`src/rtl/rv_pipe_pkg.sv`:
```
// Shared RV32I pipeline definitions: bubble instruction, opcodes used by decode,
// and the fetch FSM state encoding.
package rv_pipe_pkg;

    localparam logic [31:0] NOP_INSN = 32'h0000_0013;  // addi x0,x0,0

    localparam logic [6:0] OP_LUI    = 7'b0110111;
    localparam logic [6:0] OP_AUIPC  = 7'b0010111;
    localparam logic [6:0] OP_JAL    = 7'b1101111;
    localparam logic [6:0] OP_JALR   = 7'b1100111;
    localparam logic [6:0] OP_BRANCH = 7'b1100011;
    localparam logic [6:0] OP_LOAD   = 7'b0000011;
    localparam logic [6:0] OP_STORE  = 7'b0100011;
    localparam logic [6:0] OP_IMM    = 7'b0010011;
    localparam logic [6:0] OP_REG    = 7'b0110011;

    typedef enum logic [1:0] {
        S_IDLE = 2'd0,
        S_WAIT = 2'd1,
        S_KILL = 2'd2
    } fetch_state_t;

endpackage

```
`src/rtl/fetch_stage_if.sv`:
```
// Instruction-memory request/ack + rvalid bus between fetch and imem.
interface fetch_stage_if;
    logic        imem_req;
    logic [31:0] imem_addr;
    logic        imem_ack;
    logic        imem_rvalid;
    logic [31:0] imem_rdata;

    modport master (output imem_req, imem_addr, input imem_ack, imem_rvalid, imem_rdata);
    modport slave  (input imem_req, imem_addr, output imem_ack, imem_rvalid, imem_rdata);
endinterface

```
`src/rtl/fetch_hold_buf.sv`:
```
// One-entry buffer that parks a fetched instruction while decode is stalled.
import rv_pipe_pkg::*;

module fetch_hold_buf (
    input  logic        clk,
    input  logic        rst,
    input  logic        load,
    input  logic        drain,
    input  logic        flush,
    input  logic [31:0] ld_pc,
    input  logic [31:0] ld_insn,
    output logic        valid,
    output logic [31:0] pc,
    output logic [31:0] insn
);

    always_ff @(posedge clk or posedge rst) begin
        if (rst) begin
            valid <= 1'b0;
            pc    <= 32'h0;
            insn  <= NOP_INSN;
        end else if (flush) begin
            valid <= 1'b0;
        end else if (load) begin
            valid <= 1'b1;
            pc    <= ld_pc;
            insn  <= ld_insn;
        end else if (drain) begin
            valid <= 1'b0;
        end
    end

endmodule

```
`src/rtl/fetch_stage.sv`:
```
// RV32I instruction fetch: single outstanding imem request, stall hold buffer,
// redirect with kill of the in-flight fetch, bubble when nothing is ready.
import rv_pipe_pkg::*;

module fetch_stage #(
    parameter logic [31:0] RESET_PC = 32'h0000_0000
) (
    input  logic                 clk,
    input  logic                 rst,
    input  logic                 keep,
    input  logic                 redirect,
    input  logic [31:0]          redirect_pc,
    fetch_stage_if.master        imem,
    output logic [31:0]          PC_pype0,
    output logic [31:0]          PCp4_pype0,
    output logic [31:0]          Instraction_pype,
    output logic                 fetch_valid
);

    fetch_state_t state, state_nxt;
    logic [31:0]  pc, req_pc;
    logic         req, acc, rsp_use, hold_load, hold_drain;
    logic         hold_valid;
    logic [31:0]  hold_pc, hold_insn;

    // A new request may overlap the retiring response only when decode takes it directly.
    assign req = !rst && !redirect && !hold_valid &&
                 (state == S_IDLE || (state == S_WAIT && imem.imem_rvalid && !keep));
    assign acc        = req && imem.imem_ack;
    assign rsp_use    = (state == S_WAIT) && imem.imem_rvalid && !redirect;
    assign hold_load  = rsp_use && keep;
    assign hold_drain = hold_valid && !keep && !redirect;

    assign imem.imem_req  = req;
    assign imem.imem_addr = pc;

    always_comb begin
        state_nxt = state;
        if (redirect) begin
            if (state != S_IDLE)
                state_nxt = imem.imem_rvalid ? S_IDLE : S_KILL;
        end else begin
            case (state)
                S_IDLE:  if (acc) state_nxt = S_WAIT;
                S_WAIT:  if (imem.imem_rvalid) state_nxt = acc ? S_WAIT : S_IDLE;
                S_KILL:  if (imem.imem_rvalid) state_nxt = S_IDLE;
                default: state_nxt = S_IDLE;
            endcase
        end
    end

    always_ff @(posedge clk or posedge rst) begin
        if (rst) begin
            state  <= S_IDLE;
            pc     <= RESET_PC;
            req_pc <= RESET_PC;
        end else begin
            state <= state_nxt;
            if (redirect) begin
                pc <= redirect_pc;
            end else if (acc) begin
                req_pc <= pc;
                pc     <= pc + 32'd4;
            end
        end
    end

    fetch_hold_buf u_hold (
        .clk     (clk),
        .rst     (rst),
        .load    (hold_load),
        .drain   (hold_drain),
        .flush   (redirect),
        .ld_pc   (req_pc),
        .ld_insn (imem.imem_rdata),
        .valid   (hold_valid),
        .pc      (hold_pc),
        .insn    (hold_insn)
    );

    // Redirect beats keep: the bubble is shown even while decode is stalled.
    always_ff @(posedge clk or posedge rst) begin
        if (rst) begin
            PC_pype0         <= 32'h0;
            PCp4_pype0       <= 32'h0;
            Instraction_pype <= NOP_INSN;
            fetch_valid      <= 1'b0;
        end else if (redirect) begin
            Instraction_pype <= NOP_INSN;
            fetch_valid      <= 1'b0;
        end else if (!keep) begin
            if (hold_valid) begin
                PC_pype0         <= hold_pc;
                PCp4_pype0       <= hold_pc + 32'd4;
                Instraction_pype <= hold_insn;
                fetch_valid      <= 1'b1;
            end else if (rsp_use) begin
                PC_pype0         <= req_pc;
                PCp4_pype0       <= req_pc + 32'd4;
                Instraction_pype <= imem.imem_rdata;
                fetch_valid      <= 1'b1;
            end else begin
                Instraction_pype <= NOP_INSN;
                fetch_valid      <= 1'b0;
            end
        end
    end

endmodule

```
`src/flat_wrapper.sv`:
```
// flat-port wrapper written by rule: the top's interface ports become plain ports
module fetch_stage_flat 
#(
    parameter logic [31:0] RESET_PC = 32'h0000_0000
)
  (clk, rst, keep, redirect, redirect_pc, PC_pype0, PCp4_pype0, Instraction_pype, fetch_valid, imem_imem_req, imem_imem_addr, imem_imem_ack, imem_imem_rvalid, imem_imem_rdata);
  fetch_stage_if imem_i ();
  input  logic clk;
  input  logic rst;
  input  logic keep;
  input  logic redirect;
  input  logic [31:0] redirect_pc;
  output logic [31:0] PC_pype0;
  output logic [31:0] PCp4_pype0;
  output logic [31:0] Instraction_pype;
  output logic fetch_valid;
  output wire logic [$bits(imem_i.imem_req)-1:0] imem_imem_req;
  output wire logic [$bits(imem_i.imem_addr)-1:0] imem_imem_addr;
  input wire logic [$bits(imem_i.imem_ack)-1:0] imem_imem_ack;
  input wire logic [$bits(imem_i.imem_rvalid)-1:0] imem_imem_rvalid;
  input wire logic [$bits(imem_i.imem_rdata)-1:0] imem_imem_rdata;
  assign imem_imem_req = imem_i.imem_req;
  assign imem_imem_addr = imem_i.imem_addr;
  assign imem_i.imem_ack = imem_imem_ack;
  assign imem_i.imem_rvalid = imem_imem_rvalid;
  assign imem_i.imem_rdata = imem_imem_rdata;
  fetch_stage #(.RESET_PC(RESET_PC)) u_core (.clk(clk), .rst(rst), .keep(keep), .redirect(redirect), .redirect_pc(redirect_pc), .imem(imem_i), .PC_pype0(PC_pype0), .PCp4_pype0(PCp4_pype0), .Instraction_pype(Instraction_pype), .fetch_valid(fetch_valid));
endmodule
```
`config.mk`:
```
export PLATFORM = sky130hd
export DESIGN_NAME = fetch_stage_flat
export DESIGN_NICKNAME = d
export VERILOG_FILES = /design/src/rtl/rv_pipe_pkg.sv /design/src/rtl/fetch_stage_if.sv /design/src/rtl/fetch_hold_buf.sv /design/src/rtl/fetch_stage.sv /design/src/flat_wrapper.sv
export SDC_FILE = /design/constraint.sdc
export NUM_CORES = 1
export LEC_CHECK = 0
export CORE_MARGIN = 2
export CORE_UTILIZATION = 30
export CTS_CLUSTER_SIZE = 16
export DETAILED_ROUTE_END_ITERATION = 10
export PLACE_DENSITY = 0.61
export RECOVER_POWER = 25
export SYNTH_ARGS = -nofsm -noshare
export SYNTH_HDL_FRONTEND = slang
export SYNTH_SLANG_ARGS = --single-unit
```
`constraint.sdc`:
```
create_clock -name clk -period 10.35 [get_ports clk]
set_input_delay 2.07 -clock clk [delete_from_list [all_inputs] [get_ports clk]]
set_output_delay 2.07 -clock clk [all_outputs]
set_load 0.03 [all_outputs]
```
Figure 1. Metal 1.
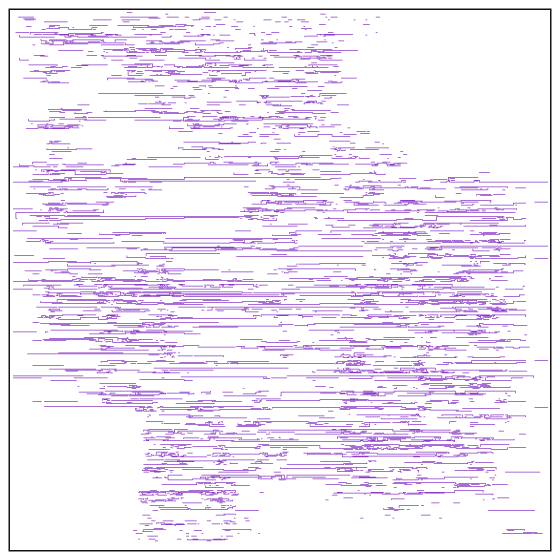
wire length on this layer: 15000 µm
main direction: horizontal
longest straight run: 66.7 µm
share of all routed wire: 50%
nets with wire on the layer: 1120
Post-Route WL: 30.1 mm
met1 usage: 24.5%
routed via count: 8422

Figure 2. Placement density heat map.
19 x 19 tiles, from white (low) to dark blue (high), 0 to 100% covered.
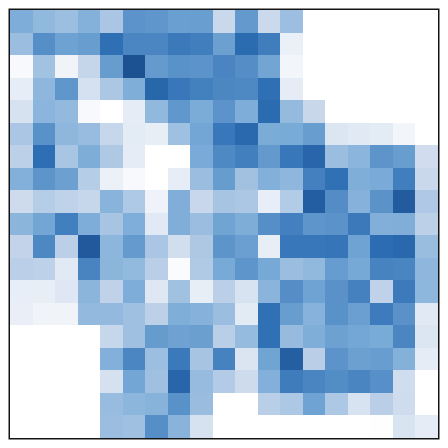
emptiest ninth of the die: upper right
mean over tiles: 36%
nearly empty tiles: 18%
fullest tile: 87%
area of the placeable core: 35200 µm²
Post-Route Utilization: 39.6%

==> impl_results.html <==
<!-- implementation run metrics -->
<table>
<tr><th>Metric</th><th>Value</th></tr>
<tr><th colspan="2">Final timing</th></tr>
<tr><td>Total setup violations reported at the end of the flow</td><td>0</td></tr>
<tr><td>Max-slew violation total from the final report</td><td>0</td></tr>
<tr><td>Actual transition at the worst max-transition pin</td><td>1.42 ns</td></tr>
<tr><td>Maximum clock frequency</td><td>0.156 GHz</td></tr>
<tr><td>Max_slew headroom</td><td>5.62%</td></tr>
<tr><td>Least setup slack across all paths after layout</td><td>3.94 ns</td></tr>
<tr><th colspan="2">Layout</th></tr>
<tr><td>Seq area share</td><td>40.6%</td></tr>
<tr><td>Share of cells above drive strength 1</td><td>12.9%</td></tr>
<tr><td>Top logic cells by instance count in the layout</td><td>sky130_fd_sc_hd__dfrtp_1 (219), sky130_fd_sc_hd__clkdlybuf4s50_1 (196), sky130_fd_sc_hd__nand2_1 (194)</td></tr>
<tr><td>Fraction of standard cell area in multi-input logic</td><td>33.4%</td></tr>
<tr><td>Buffering overhead</td><td>14.8%</td></tr>
<tr><td>Buffers excl. clock</td><td>210</td></tr>
<tr><td>Area occupied by registers</td><td>5670 µm²</td></tr>
<tr><td>Final-stage net count</td><td>1268</td></tr>
<tr><td>Most used logic cell in the final layout</td><td>sky130_fd_sc_hd__dfrtp_1</td></tr>
<tr><td>Total of clock buffers placed in the layout</td><td>32</td></tr>
<tr><td>Non-filler cells, final</td><td>1679</td></tr>
<tr><td>Number of sequential storage elements</td><td>226</td></tr>
<tr><td>Inverters excl. clock</td><td>11</td></tr>
<tr><td>#MultiIn Comb</td><td>720</td></tr>
<tr><td>Total area of multi-input combinational cells</td><td>4650 µm²</td></tr>
<tr><th colspan="2">Floorplanning</th></tr>
<tr><td>Die Span Y</td><td>192 µm</td></tr>
<tr><td>Die Size</td><td>37000 µm²</td></tr>
<tr><td># IOs</td><td>200</td></tr>
<tr><td>Number of standard-cell rows in the floorplan</td><td>69</td></tr>
<tr><td>Tapcells inserted</td><td>461</td></tr>
<tr><td>Core utilization before placement</td><td>30.2%</td></tr>
<tr><th colspan="2">Routing</th></tr>
<tr><td>Average detailed-routed wire length per instance</td><td>17.9 µm</td></tr>
<tr><td>Starting DRC count in detailed routing</td><td>548</td></tr>
<tr><td>Total iterations of the first detailed-routing run</td><td>5</td></tr>
<tr><td>Final ANT Viol Nets</td><td>0</td></tr>
<tr><td>Average vias per placed instance</td><td>5.02</td></tr>
<tr><th colspan="2">Critical path</th></tr>
<tr><td>Crit path buf inv count</td><td>2</td></tr>
<tr><td>Endpoint of the most critical register-to-register path</td><td>u_core.PCp4_pype0[26]</td></tr>
<tr><td>Path depth of the worst reg2reg path</td><td>8</td></tr>
<tr><td>Worst Path Arrival</td><td>4.34 ns</td></tr>
<tr><td>Delay of the slowest critical-path stage</td><td>0.75 ns</td></tr>
<tr><td>Critical path, cell by cell</td><td>clkbuf_1 &gt; nor4_1 &gt; o21a_1 &gt; clkdlybuf4s50_1</td></tr>
<tr><td>CP Launch Type</td><td>input port</td></tr>
<tr><td>Reg-to-Reg Start</td><td>u_core.u_hold.valid</td></tr>
<tr><td>Register-to-register setup slack</td><td>6.49 ns</td></tr>
<tr><td>Crit path launch</td><td>redirect</td></tr>
<tr><td>Worst-path maximum fanout</td><td>26</td></tr>
<tr><td>Critical path required time</td><td>8.28 ns</td></tr>
<tr><td>Worst path depth</td><td>4</td></tr>
<tr><th colspan="2">Clock network</th></tr>
<tr><td>CTS sink cnt</td><td>226</td></tr>
<tr><td>H-tree lvl count</td><td>1</td></tr>
<tr><td>Post-CTS Hold Fix Bufs</td><td>0</td></tr>
<tr><td>Post-CTS Setup Repair Bufs</td><td>0</td></tr>
<tr><td>Worst skew pair latency</td><td>0.54 ns</td></tr>
<tr><td>Clock slew at the register clock pins of the worst setup and hold paths</td><td>0.06 ns</td></tr>
<tr><td>Number of clock buffers inserted by TritonCTS</td><td>27</td></tr>
<tr><td>Cell resize tally after clock tree synthesis</td><td>0</td></tr>
<tr><td>Clock tree from TritonCTS</td><td>built</td></tr>
<tr><th colspan="2">Synth</th></tr>
<tr><td>Gate Count Post-Synth</td><td>1028</td></tr>
<tr><td>Total cell area reported by yosys after synthesis</td><td>10700 µm²</td></tr>
<tr><td>YS warnings</td><td>0</td></tr>
<tr><td>Count of flip-flops with a built-in enable after synthesis</td><td>0</td></tr>
<tr><td>Cell count in the Yosys report</td><td>1028</td></tr>
<tr><th colspan="2">Global routing</th></tr>
<tr><td>Maximum number of pins on one net before global-route repair</td><td>149</td></tr>
<tr><td>Initial antenna violation count</td><td>2</td></tr>
<tr><td>Overflow left after global routing</td><td>0</td></tr>
<tr><td>First-pass GRT wire length</td><td>47.3 mm</td></tr>
<tr><th colspan="2">Job</th></tr>
<tr><td>Number of warnings in the stage logs</td><td>28</td></tr>
<tr><td># Max-Cap Violations</td><td>0</td></tr>
<tr><th colspan="2">Run status</th></tr>
<tr><td>Outcome</td><td>completed</td></tr>
<tr><th colspan="2">Placed design</th></tr>
<tr><td>DP HPWL</td><td>20.4 mm</td></tr>
<tr><td>Setup slack after placement</td><td>4.37 ns</td></tr>
<tr><td>Routability-driven placement congestion ratio</td><td>0.781</td></tr>
<tr><th colspan="2">Pwr</th></tr>
<tr><td>Clk network pwr share</td><td>34.1%</td></tr>
<tr><td>Combinational power share</td><td>24.1%</td></tr>
<tr><td>Fraction of power consumed by sequential logic</td><td>41.8%</td></tr>
<tr><td>Static Leakage</td><td>0.00586 µW</td></tr>
<tr><td>Net switching power</td><td>931 µW</td></tr>
<tr><td>Internal power</td><td>1980 µW</td></tr>
<tr><td>Total sequential power</td><td>1220 µW</td></tr>
<tr><td>Power in the clock group</td><td>993 µW</td></tr>
<tr><td>Group drawing the most power</td><td>sequential cells</td></tr>
<tr><td>Combinational group power</td><td>703 µW</td></tr>
<tr><th colspan="2">Worst hold path</th></tr>
<tr><td>Worst hold path stage count</td><td>1</td></tr>
<tr><td>Worst Hold Endpoint</td><td>u_core.PCp4_pype0[2]</td></tr>
<tr><td>Worst Hold Class</td><td>reg -&gt; reg</td></tr>
</table>
==> routing by layer <==
layer,track usage (%),share of wire (%),routed length (µm),vias up
met3,3.11,5.7,1710,41
met1,24.5,50,15000,4133
met2,23.3,43,12800,206
met5,0,0.043,13,-
met4,3.88,1.8,550,2
li1,-,-,-,4040
==> kinds of logic after synthesis <==
| family | after synthesis | synth area share [%] |
|---|---|---|
| simple gates | 401 | 18.1 |
| flops | 226 | 53.2 |
| compound gates | 196 | 13.2 |
| mux | 103 | 10.5 |
| buf+inv | 82 | 3.31 |
| xor+xnor | 18 | 1.48 |
| fa+ha+maj | 2 | 0.235 |
==> synthesized netlist by cell type, drive strengths merged, types with 17 or more instances <==
cell type / count / share of area (%)
nor3: 37 / 1.8
mux2: 73 / 7.7
nand2: 194 / 6.8
nor2: 39 / 1.4
o21ai: 76 / 3.6
nand4: 17 / 1.0
buf: 23 / 1.2
nand3: 34 / 1.7
dfrtp: 220 / 52
nor2b: 34 / 2.0
clkbuf: 48 / 1.7
o311ai: 18 / 1.5
a221oi: 30 / 2.6
mux2i: 30 / 2.8
==> per-stage QoR <==
step / power (µW) / instance area [µm²]
after floorplan: 1620 / 10700
final: 2910 / 13900
after global placement: 1930 / 13000
after detailed placement: 1940 / 13000
after global routing: 3070 / 13900
after CTS: 2950 / 14000
==> flip-flops by register name (all words and copies together), names as in the netlist <==
name and flops:
u_core.Instraction_pype 32, u_core.PCp4_pype0 32, u_core.imem.imem_addr 32, u_core.req_pc 32, u_core.u_hold.insn 32, u_core.u_hold.pc 32, u_core.PC_pype0 30, u_core.state 2
u_core.fetch_valid 1, u_core.u_hold.valid 1
No activity file was given, so power comes from the tool's default toggle rates.
